`config.mk`:
```
export PLATFORM = sky130hd
export DESIGN_NAME = tune_sequencer_flat
export DESIGN_NICKNAME = d
export VERILOG_FILES = /design/src/rtl/tune_sequencer_if.sv /design/src/rtl/tune_sequencer.sv /design/src/flat_wrapper.sv
export SDC_FILE = /design/constraint.sdc
export NUM_CORES = 1
export LEC_CHECK = 0
export CORE_UTILIZATION = 40
export DETAILED_ROUTE_END_ITERATION = 8
export DONT_BUFFER_PORTS = 1
export PLACE_DENSITY = 0.51
export SLEW_MARGIN = 10
export SYNTH_ARGS = -nofsm -noshare
export SYNTH_HDL_FRONTEND = slang
export SYNTH_SLANG_ARGS = --single-unit
```
`constraint.sdc`:
```
create_clock -name clock100 -period 8.05 [get_ports clock100]
set_input_delay 0.805 -clock clock100 [delete_from_list [all_inputs] [get_ports clock100]]
set_output_delay 0.805 -clock clock100 [all_outputs]
set_load 0.03 [all_outputs]
```
`src/rtl/tune_sequencer_if.sv`:
```
// Play-request / tone-output bundle between a game-event source and the tune sequencer.
// The master side issues play requests; the slave side is the sequencer.
interface tune_sequencer_if;
  logic        play;
  logic [1:0]  tune_sel;
  logic [31:0] period;
  logic        audEn;
  logic        busy;
  logic        done;

  modport master (
    output play, tune_sel,
    input  period, audEn, busy, done
  );

  modport slave (
    input  play, tune_sel,
    output period, audEn, busy, done
  );
endinterface

```
`src/rtl/tune_sequencer.sv`:
```
// Steps through a fixed 4-tune ROM on a play request, driving the tone period and
// speaker enable for the downstream square-wave generator. All outputs are registered.
module tune_sequencer #(
  parameter int unsigned TICK_DIV       = 100000,
  parameter int unsigned GAP_TICKS      = 10,
  parameter int unsigned NOTES_PER_TUNE = 8
) (
  input  logic              clock100,
  input  logic              reset_n,
  tune_sequencer_if.slave   bus
);

  localparam int unsigned IDXW = (NOTES_PER_TUNE > 1) ? $clog2(NOTES_PER_TUNE) : 1;
  localparam logic [IDXW-1:0] IDX_LAST = IDXW'(NOTES_PER_TUNE - 1);
  localparam logic [31:0] TICK_LAST = 32'(TICK_DIV - 1);
  localparam logic [31:0] GAP_LAST  = 32'(GAP_TICKS) - 32'd1;

  // Entry = {last, note[3:0], dur[6:0]}; tune t occupies entries 8t..8t+7.
  localparam logic [0:31][11:0] ROM_TBL = '{
    // tune 0: C5/3, E5/2, G5/1 last
    {1'b0, 4'd1, 7'd3}, {1'b0, 4'd3, 7'd2}, {1'b1, 4'd5, 7'd1}, 12'd0,
    12'd0, 12'd0, 12'd0, 12'd0,
    // tune 1: D5/2, rest/4, F5/1 last
    {1'b0, 4'd2, 7'd2}, {1'b0, 4'd0, 7'd4}, {1'b1, 4'd4, 7'd1}, 12'd0,
    12'd0, 12'd0, 12'd0, 12'd0,
    // tune 2: A5/0 (plays as 1 tick), C6/2 last
    {1'b0, 4'd6, 7'd0}, {1'b1, 4'd8, 7'd2}, 12'd0, 12'd0,
    12'd0, 12'd0, 12'd0, 12'd0,
    // tune 3: rising C5..C6 scale, no last flag
    {1'b0, 4'd1, 7'd1}, {1'b0, 4'd2, 7'd1}, {1'b0, 4'd3, 7'd1}, {1'b0, 4'd4, 7'd1},
    {1'b0, 4'd5, 7'd1}, {1'b0, 4'd6, 7'd1}, {1'b0, 4'd7, 7'd1}, {1'b0, 4'd8, 7'd1}
  };

  function automatic logic [11:0] rom_entry(input logic [1:0] t, input logic [IDXW-1:0] i);
    int unsigned k;
    k = 32'(i);
    rom_entry = '0;
    if (k < 8) rom_entry = ROM_TBL[{t, k[2:0]}];
  endfunction

  function automatic logic [31:0] note_period(input logic [3:0] code);
    case (code)
      4'd1:    note_period = 32'd191113;
      4'd2:    note_period = 32'd170265;
      4'd3:    note_period = 32'd151685;
      4'd4:    note_period = 32'd143172;
      4'd5:    note_period = 32'd127551;
      4'd6:    note_period = 32'd113636;
      4'd7:    note_period = 32'd101239;
      4'd8:    note_period = 32'd95557;
      default: note_period = '0;
    endcase
  endfunction

  typedef enum logic [2:0] {
    IDLE,
    LOAD,
    NOTE,
    GAP,
    FIN
  } state_t;

  state_t          state, state_next;
  logic [1:0]      tune_q;
  logic [IDXW-1:0] idx;
  logic [31:0]     cyc_cnt;
  logic [31:0]     tick_cnt;
  logic [6:0]      dur_q;
  logic            last_q;

  logic [31:0]     period_q;
  logic            aud_q;
  logic            busy_q;
  logic            done_q;

  logic [11:0]     entry;
  logic [31:0]     entry_period;
  logic            entry_audible;
  logic [31:0]     dur_ticks;
  logic            tick_end;
  logic            note_end;
  logic            gap_end;
  logic            final_note;
  logic            timing_state;

  always_comb begin
    entry         = rom_entry(tune_q, idx);
    entry_period  = note_period(entry[10:7]);
    entry_audible = (entry[10:7] >= 4'd1) && (entry[10:7] <= 4'd8);
    dur_ticks     = (dur_q == '0) ? 32'd1 : {25'd0, dur_q};
    timing_state  = (state == NOTE) || (state == GAP);
    tick_end      = timing_state && (cyc_cnt == TICK_LAST);
    note_end      = tick_end && (tick_cnt == dur_ticks - 32'd1);
    gap_end       = tick_end && (tick_cnt == GAP_LAST);
    final_note    = last_q || (idx == IDX_LAST);
  end

  always_comb begin
    state_next = state;
    case (state)
      IDLE: if (bus.play) state_next = LOAD;
      LOAD: state_next = NOTE;
      NOTE: begin
        if (note_end) begin
          if (GAP_TICKS > 0)   state_next = GAP;
          else if (final_note) state_next = FIN;
          else                 state_next = LOAD;
        end
      end
      GAP:  if (gap_end) state_next = final_note ? FIN : LOAD;
      FIN:  state_next = IDLE;
      default: state_next = IDLE;
    endcase
  end

  always_ff @(posedge clock100 or negedge reset_n) begin
    if (!reset_n) begin
      state    <= IDLE;
      tune_q   <= '0;
      idx      <= '0;
      cyc_cnt  <= '0;
      tick_cnt <= '0;
      dur_q    <= '0;
      last_q   <= 1'b0;
      period_q <= '0;
      aud_q    <= 1'b0;
      busy_q   <= 1'b0;
      done_q   <= 1'b0;
    end else begin
      state <= state_next;

      case (state)
        IDLE: begin
          if (bus.play) begin
            tune_q <= bus.tune_sel;
            idx    <= '0;
          end
        end
        LOAD: begin
          dur_q  <= entry[6:0];
          last_q <= entry[11];
          if (entry_audible) period_q <= entry_period;
        end
        NOTE, GAP: begin
          if (state_next == LOAD) idx <= idx + IDXW'(1);
        end
        default: ;
      endcase

      // Counters restart on every state change, so no tick phase carries between notes.
      if (state_next != state || !timing_state || tick_end) cyc_cnt <= '0;
      else                                                  cyc_cnt <= cyc_cnt + 32'd1;

      if (state_next != state || !timing_state) tick_cnt <= '0;
      else if (tick_end)                        tick_cnt <= tick_cnt + 32'd1;

      // Outputs are registered from the next state so they align with the state they describe.
      aud_q  <= (state_next == NOTE) && ((state == LOAD) ? entry_audible : aud_q);
      busy_q <= (state_next != IDLE);
      done_q <= (state_next == FIN);
    end
  end

  assign bus.period = period_q;
  assign bus.audEn  = aud_q;
  assign bus.busy   = busy_q;
  assign bus.done   = done_q;

endmodule
```
`src/flat_wrapper.sv`:
```
// flat-port wrapper written by rule: the top's interface ports become plain ports
module tune_sequencer_flat 
#(
  parameter int unsigned TICK_DIV       = 100000,
  parameter int unsigned GAP_TICKS      = 10,
  parameter int unsigned NOTES_PER_TUNE = 8
)
  (clock100, reset_n, bus_play, bus_tune_sel, bus_period, bus_audEn, bus_busy, bus_done);
  tune_sequencer_if bus_i ();
  input  logic clock100;
  input  logic reset_n;
  input wire logic [$bits(bus_i.play)-1:0] bus_play;
  input wire logic [$bits(bus_i.tune_sel)-1:0] bus_tune_sel;
  output wire logic [$bits(bus_i.period)-1:0] bus_period;
  output wire logic [$bits(bus_i.audEn)-1:0] bus_audEn;
  output wire logic [$bits(bus_i.busy)-1:0] bus_busy;
  output wire logic [$bits(bus_i.done)-1:0] bus_done;
  assign bus_i.play = bus_play;
  assign bus_i.tune_sel = bus_tune_sel;
  assign bus_period = bus_i.period;
  assign bus_audEn = bus_i.audEn;
  assign bus_busy = bus_i.busy;
  assign bus_done = bus_i.done;
  tune_sequencer #(.TICK_DIV(TICK_DIV), .GAP_TICKS(GAP_TICKS), .NOTES_PER_TUNE(NOTES_PER_TUNE)) u_core (.clock100(clock100), .reset_n(reset_n), .bus(bus_i));
endmodule
```
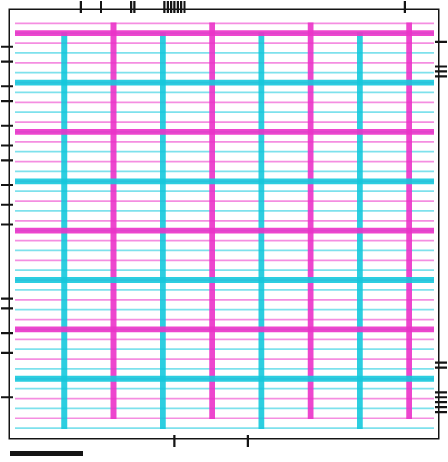
Run 1: floorplan with the power grid
Bar = 20 µm. Pins as bars on the die edge.
VDD: in magenta. VSS: in cyan.
8 straps on met5. 8 straps on met4. 40 signal pins sit on the boundary. The core has 41 rows. 42 met1 rails follow the rows.
chip height: 117.9 µm
maximum vdd drop: 95.12 µV

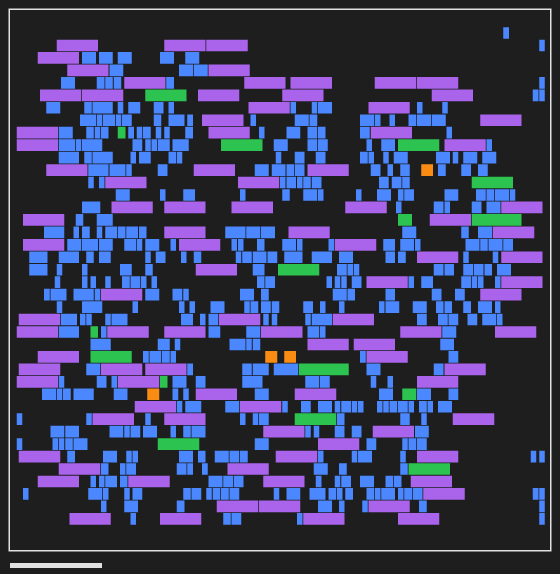
Run 1: placement by cell class
Bar = 20 µm.
all other logic: in blue, cells 458. clock drivers and dummy loads: in green, cells 16. other buffers and delay cells: in orange, cells 4. flip-flops: in purple, cells 97.
Design Area, Final: 0.005769 mm²
sequential cell area share: 42.07%
Placeable Area: 0.01288 mm²

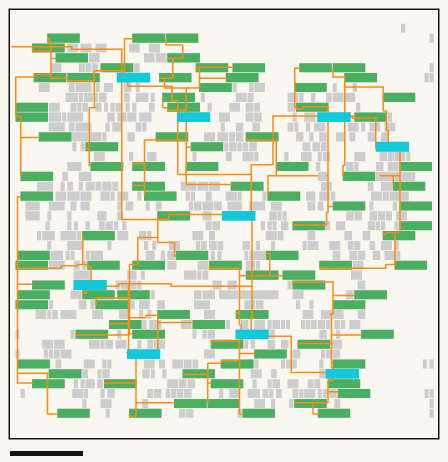
Run 1: clock distribution
Bar = 20 µm.
flip-flops: in green, count 97. cells driving clock nets: in cyan, count 9. clock wires: in orange, length 1,400 µm.
Position of the flops: all over the die. There are 10 routed clock nets.

==> changes_impl.md, run 1 <==
## Flow update

- Status: finished clean
- Post-DP Area: approximately 0.0055 mm²
- Total CTS buffers: 9
- Global-route wire length before repair: 20,250 µm
- Post-DP HPWL: approximately 8000 µm
- Wire length on met1: 5663 µm
- CTS tree: done
- Final nets: 590
- Flops out of synthesis: a little under 100
- Post-Synthesis Mean Instance Area: roughly 9.3 µm²
- Cell Type Count: approximately 60
- DRC viols: 0
- Cycle use final: around two fifths
- Min-delay worst type: in -> async
- Late-Pin Clk Latency: 0.35 ns
- Placer congestion estimate: around 0.85
- Crit. End Element: flip-flop
- Flip-flops with a built-in enable: 0
- DR vias/cell: approximately 5.4
- Final antenna-violating net count: 0
- Skew final: a little over 0.008 ns
- Port-buffer cells: 0
- Top sig layer: met4
- Synth Instances: a little under 600
- Tool warnings: 35
- Post-CTS sizing: 0
- Fp_density: a little over two fifths
- Yosys cell count: 579
- Synth async-reset ratio: 100.0%
- PD cells: ~170 mW/mm²
- Antenna violations before repair: 0
- Synthesis-to-layout area growth: 7.357%
- Met3 wire len: between 400 and 500 µm
- WP data required: between 8 and 9 ns
- Clock-pin slew on the worst setup and hold paths: around 0.07 ns
- Total gr overflow: 0
- Ant diodes: 0
- Post-synth top cells: dfrtp_1, nor2_1, nand2_1
- Chip area: 0.01390 mm²
- Post-CTS setup buffers: 0
- Final Util: between 40 and 50%
- YS chip area: 0.005374 mm²
- Row cnt: ~40
- Hold_ws: ~0.14 ns
- Total negative slack: 0 ns
## run 1: state kept, by name (all words and copies together), names as in the netlist, 2 cells and up
register / count
u_core.cyc_cnt: 32
u_core.tick_cnt: 32
u_core.bus.period: 18
u_core.dur_q: 3
u_core.idx: 3
u_core.state: 3
u_core.tune_q: 2
## run 1: power by group
group,internal (mW),switching (mW),total (mW)
logic,0.0000183,0.00853,0.00855
clock network,0.272,0.193,0.466
registers,0.487,0,0.487
total,0.759,0.202,0.961
## run 1: stage by stage
| step | std cells | setup slack [ns] |
|---|---|---|
| 4_1_cts | 747 | 4.810 |
| 3_5_place_dp | 731 | 4.822 |
| 2_1_floorplan | 592 | 5.431 |
| 5_1_grt | 747 | 4.508 |
| 6_report | 747 | 4.829 |
| 3_3_place_gp | 731 | 4.958 |
## run 1: final timing paths
kind | startpoint | end | slack (ns) | cells past startpoint
max in group asynchronous | reset_n | u_core.tick_cnt[9]$_DFFE_PN0P_ | 7.78 | 0
min in group clock100 | u_core.cyc_cnt[0]$_DFF_PN0_ | u_core.cyc_cnt[0]$_DFF_PN0_ | 0.49 | 1
setup / recovery | u_core.idx[0]$_DFFE_PN0P_ | u_core.bus.period[5]$_DFFE_PN0P_ | 4.83 | 9
setup reg to reg | u_core.idx[0]$_DFFE_PN0P_ | u_core.bus.period[5]$_DFFE_PN0P_ | 4.83 | 9
hold / removal | reset_n | u_core.cyc_cnt[15]$_DFF_PN0_ | 0.14 | 0
hold reg to reg | u_core.cyc_cnt[0]$_DFF_PN0_ | u_core.cyc_cnt[0]$_DFF_PN0_ | 0.49 | 1
## run 1: worst max-delay path: stages (launching register included)
cell	delay (ns)
dfrtp_1	0.45
inv_1	0.10
ha_1	0.31
a22o_1	0.24
a21oi_1	0.41
ha_1	0.32
nor3b_1	0.32
nand2b_1	0.40
and2_1	0.41
a22o_1	0.21
## run 1: final cells by class
cell class / count / area [µm²] / share of cell area, %
clock inverter: 7 / 92.59 / 1.605
sequential: 97 / 2427 / 42.07
multi-input combinational: 438 / 2704 / 46.87
inverter: 20 / 75.07 / 1.301
timing repair buffer: 4 / 30.03 / 0.5205
tap: 172 / 215.2 / 3.730
clock buffer: 9 / 225.2 / 3.904
## run 1: layout by cell type, fill, tap and decap left out, drive strengths merged, types with 3 or more instances in the layout
cell / n
and2: 9
xnor2: 29
a21oi: 7
mux2: 3
mux2i: 5
o2bb2ai: 3
a22o: 6
conb: 14
a2bb2oi: 3
and4: 5
dfrtp: 97
clkbuf: 9
nor2b: 3
clkinv: 4
nor3b: 4
nor4: 13
ha: 15
xor2: 34
nor2: 101
nor4b: 3
inv: 21
nand4: 19
o21ai: 17
nor3: 14
and3: 10
nand2b: 4
or3: 5
nand2: 44
or4: 3
buf: 4
nand3: 36
nand3b: 3
## run 1: cell families after synthesis
family | share of synthesized area [%]
flip-flops | 45.17
AND/OR/NAND/NOR | 26.71
multiplexers | 1.560
XOR/XNOR | 10.27
adder cells (fa/ha/maj) | 3.492
other | 0.06978
buffers and inverters | 5.611
AND-OR/OR-AND | 7.125
==> run 2, diff against run 1 <==
--- a/config.mk
+++ b/config.mk
@@ -8,7 +8,7 @@
 export CORE_UTILIZATION = 40
 export DETAILED_ROUTE_END_ITERATION = 8
 export DONT_BUFFER_PORTS = 1
-export PLACE_DENSITY = 0.51
+export PLACE_DENSITY = 0.53
 export SLEW_MARGIN = 10
 export SYNTH_ARGS = -nofsm -noshare
 export SYNTH_HDL_FRONTEND = slang
==> constraint.sdc (replaced) <==
create_clock -name clock100 -period 2.7 [get_ports clock100]
set_input_delay 0.27 -clock clock100 [delete_from_list [all_inputs] [get_ports clock100]]
set_output_delay 0.27 -clock clock100 [all_outputs]
set_load 0.03 [all_outputs]
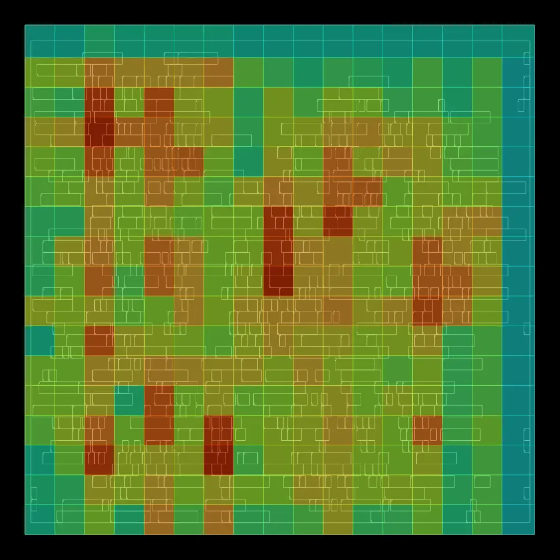
Run 2: congestion heat map
All-Layer GR Usage: 18.22%
met3 global-route usage: 5.281%

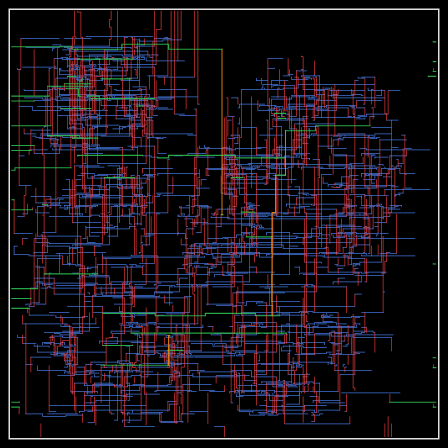
Run 2: wiring by layer
met3: in green, wire length 513 µm. met2: in red, wire length 5,300 µm. met4: in orange, wire length 106 µm. met1: in blue, wire length 5,810 µm.

==> run 2 against run 1 <==
Effect of this change: clock skew is 0.0021 ns higher; register-to-register slack lost 4.6 ns; clock power rose to 2.8 times the previous value; critical path type unchanged; largest cell class unchanged; highest routed layer unchanged.
==> changes_impl.md, run 2 <==
## Flow update

- Min-delay worst type: in -> reg
- CTS tree: done
- Post-CTS setup buffers: 0 (unchanged)
- Most frequent logic cell in the layout: dfrtp_1
- Placer congestion estimate: 0.8262 (-2.9%)
- Clock-pin slew on the worst setup and hold paths: 0.07 ns (about the same)
- Synth async-reset ratio: 100.0% (unchanged)
- Late-Pin Clk Latency: 0.35 ns (about the same)
- Final antenna-violating net count: 0 (unchanged)
- Status: finished clean
- Port-buffer cells: 0 (unchanged)
- Antenna violations before repair: 0 (unchanged)
- Flip-flops with a built-in enable: 0 (unchanged)
- Ant diodes: 0 (unchanged)
- Placed Cells: 746 (+2.1%)
- YS chip area: 0.005374 mm² (unchanged)
- Post-DP HPWL: 8080 µm (+1.3%)
- PD cells: 473.6 mW/mm² (+180%)
- Non-filler cells, final: 764 (+2.3%)
- Cycle use final: 93.12% (+53 points)
- Crit. End Element: flip-flop
- Flops out of synthesis: 97 (unchanged)
- Total CTS buffers: 9 (unchanged)
- Row cnt: 41 (unchanged)
- Global-route wire length before repair: 20,460 µm (+1.0%)
- Post-synth top cells: dfrtp_1, nor2_1, nand2_1
- WP data required: 2.93 ns (-5.41 ns)
- DR vias/cell: 5.321 (-0.56%)
- DRC viols: 0 (unchanged)
- Post-Synthesis Mean Instance Area: 9.281 µm² (unchanged)
- Synth Instances: 579 (unchanged)
- Cells on worst reg2reg path: 12 (+3)
- Final nets: 607 (+2.9%)
- Cell Type Count: 60 (unchanged)
## run 2: cell counts after synthesis
No cell type changed its count.
## run 2: path summary, 6_finish.rpt
path	from	end	slack [ns]
worst max-delay path	u_core.idx[1]$_DFFE_PN0P_	u_core.bus.period[11]$_DFFE_PN0P_	0.19
worst min-delay path	bus_play	u_core.bus.busy$_DFF_PN0_	0.05
min in group asynchronous	reset_n	u_core.cyc_cnt[30]$_DFF_PN0_	0.50
worst min register to register	u_core.cyc_cnt[0]$_DFF_PN0_	u_core.cyc_cnt[0]$_DFF_PN0_	0.49
max in group asynchronous	reset_n	u_core.idx[0]$_DFFE_PN0P_	1.77
worst max register to register	u_core.idx[1]$_DFFE_PN0P_	u_core.bus.period[11]$_DFFE_PN0P_	0.19
## run 2: through the flow
| stage | area [µm²] | hold slack, ns | setup WS [ns] | TNS (ns) | utilization [%] |
|---|---|---|---|---|---|
| finish | 5928 | 0.04829 | 0.1857 | 0 | 46.04 |
| global route | 5928 | 0.04992 | 0.01004 | 0 | 46.04 |
| CTS | 5917 | 0.03872 | 0.001615 | 0 | 45.95 |
| detailed placement | 5577 | -0.02071 | -0.1133 | -0.7728 | 43.31 |
| global placement | 5577 | -0.02013 | 0.06557 | 0 | 43.31 |
| floorplan | 5423 | -0.02559 | 0.08088 | 0 | - |
## run 2: final cells by class
class / instances / area (µm²)
Timing Repair Buffer: 21 / 192.7
Sequential cell: 97 / 2429
Clock buffer: 11 / 242.7
Tap cell: 172 / 215.2
Fill cell: 1250 / 6948
Multi-Input combinational cell: 438 / 2719
Clock inverter: 5 / 55.05
Inverter: 20 / 75.07
## run 2: worst max-delay path, cell delays in order, from the launching register on
cell	delay, ns
dfrtp_1	0.43
ha_1	0.25
inv_1	0.06
ha_1	0.18
nand2_1	0.06
o21a_2	0.21
inv_1	0.10
ha_1	0.20
nor3b_1	0.25
nand2b_2	0.22
buf_4	0.16
a21oi_1	0.06
a22o_1	0.22
## run 2: cell families (layout without fill, tap and decap cells)
logic type | count (synthesis) | after routing | synth area share, %
compound gates | 55 | 55 | 7.125
other cells | 1 | 14 | 0.06978
flops | 97 | 97 | 45.17
simple gates | 283 | 283 | 26.71
mux | 8 | 8 | 1.560
buf+inv | 57 | 57 | 5.611
fa+ha+maj | 15 | 15 | 3.492
xor+xnor | 63 | 63 | 10.27
## run 2: what timing repair did
item | 4_1_cts | 5_1_grt
pin swaps | 0 | 0
endpoints found under the setup margin | 9 | 20
hold buffers | 2 | 0
resized | 2 | 4
endpoints found under the hold margin | 97 | 0
## run 2: routing by layer
metal	up-vias	global-route usage, %	part of all wire (%)
li1	1980	-	-
met1	1993	24.48	50
met2	82	28.82	45
met3	10	5.281	4.4
met4	0	4.247	0.90
met5	-	0	0
## run 2: power by group
| group | switching (mW) | internal, mW | total, mW |
|---|---|---|---|
| sequential | 0 | 1.45 | 1.45 |
| combinational | 0.0538 | 0.00514 | 0.0590 |
| clock | 0.556 | 0.741 | 1.30 |
Power figures rest on the tool's default switching activity, not on a simulated workload.
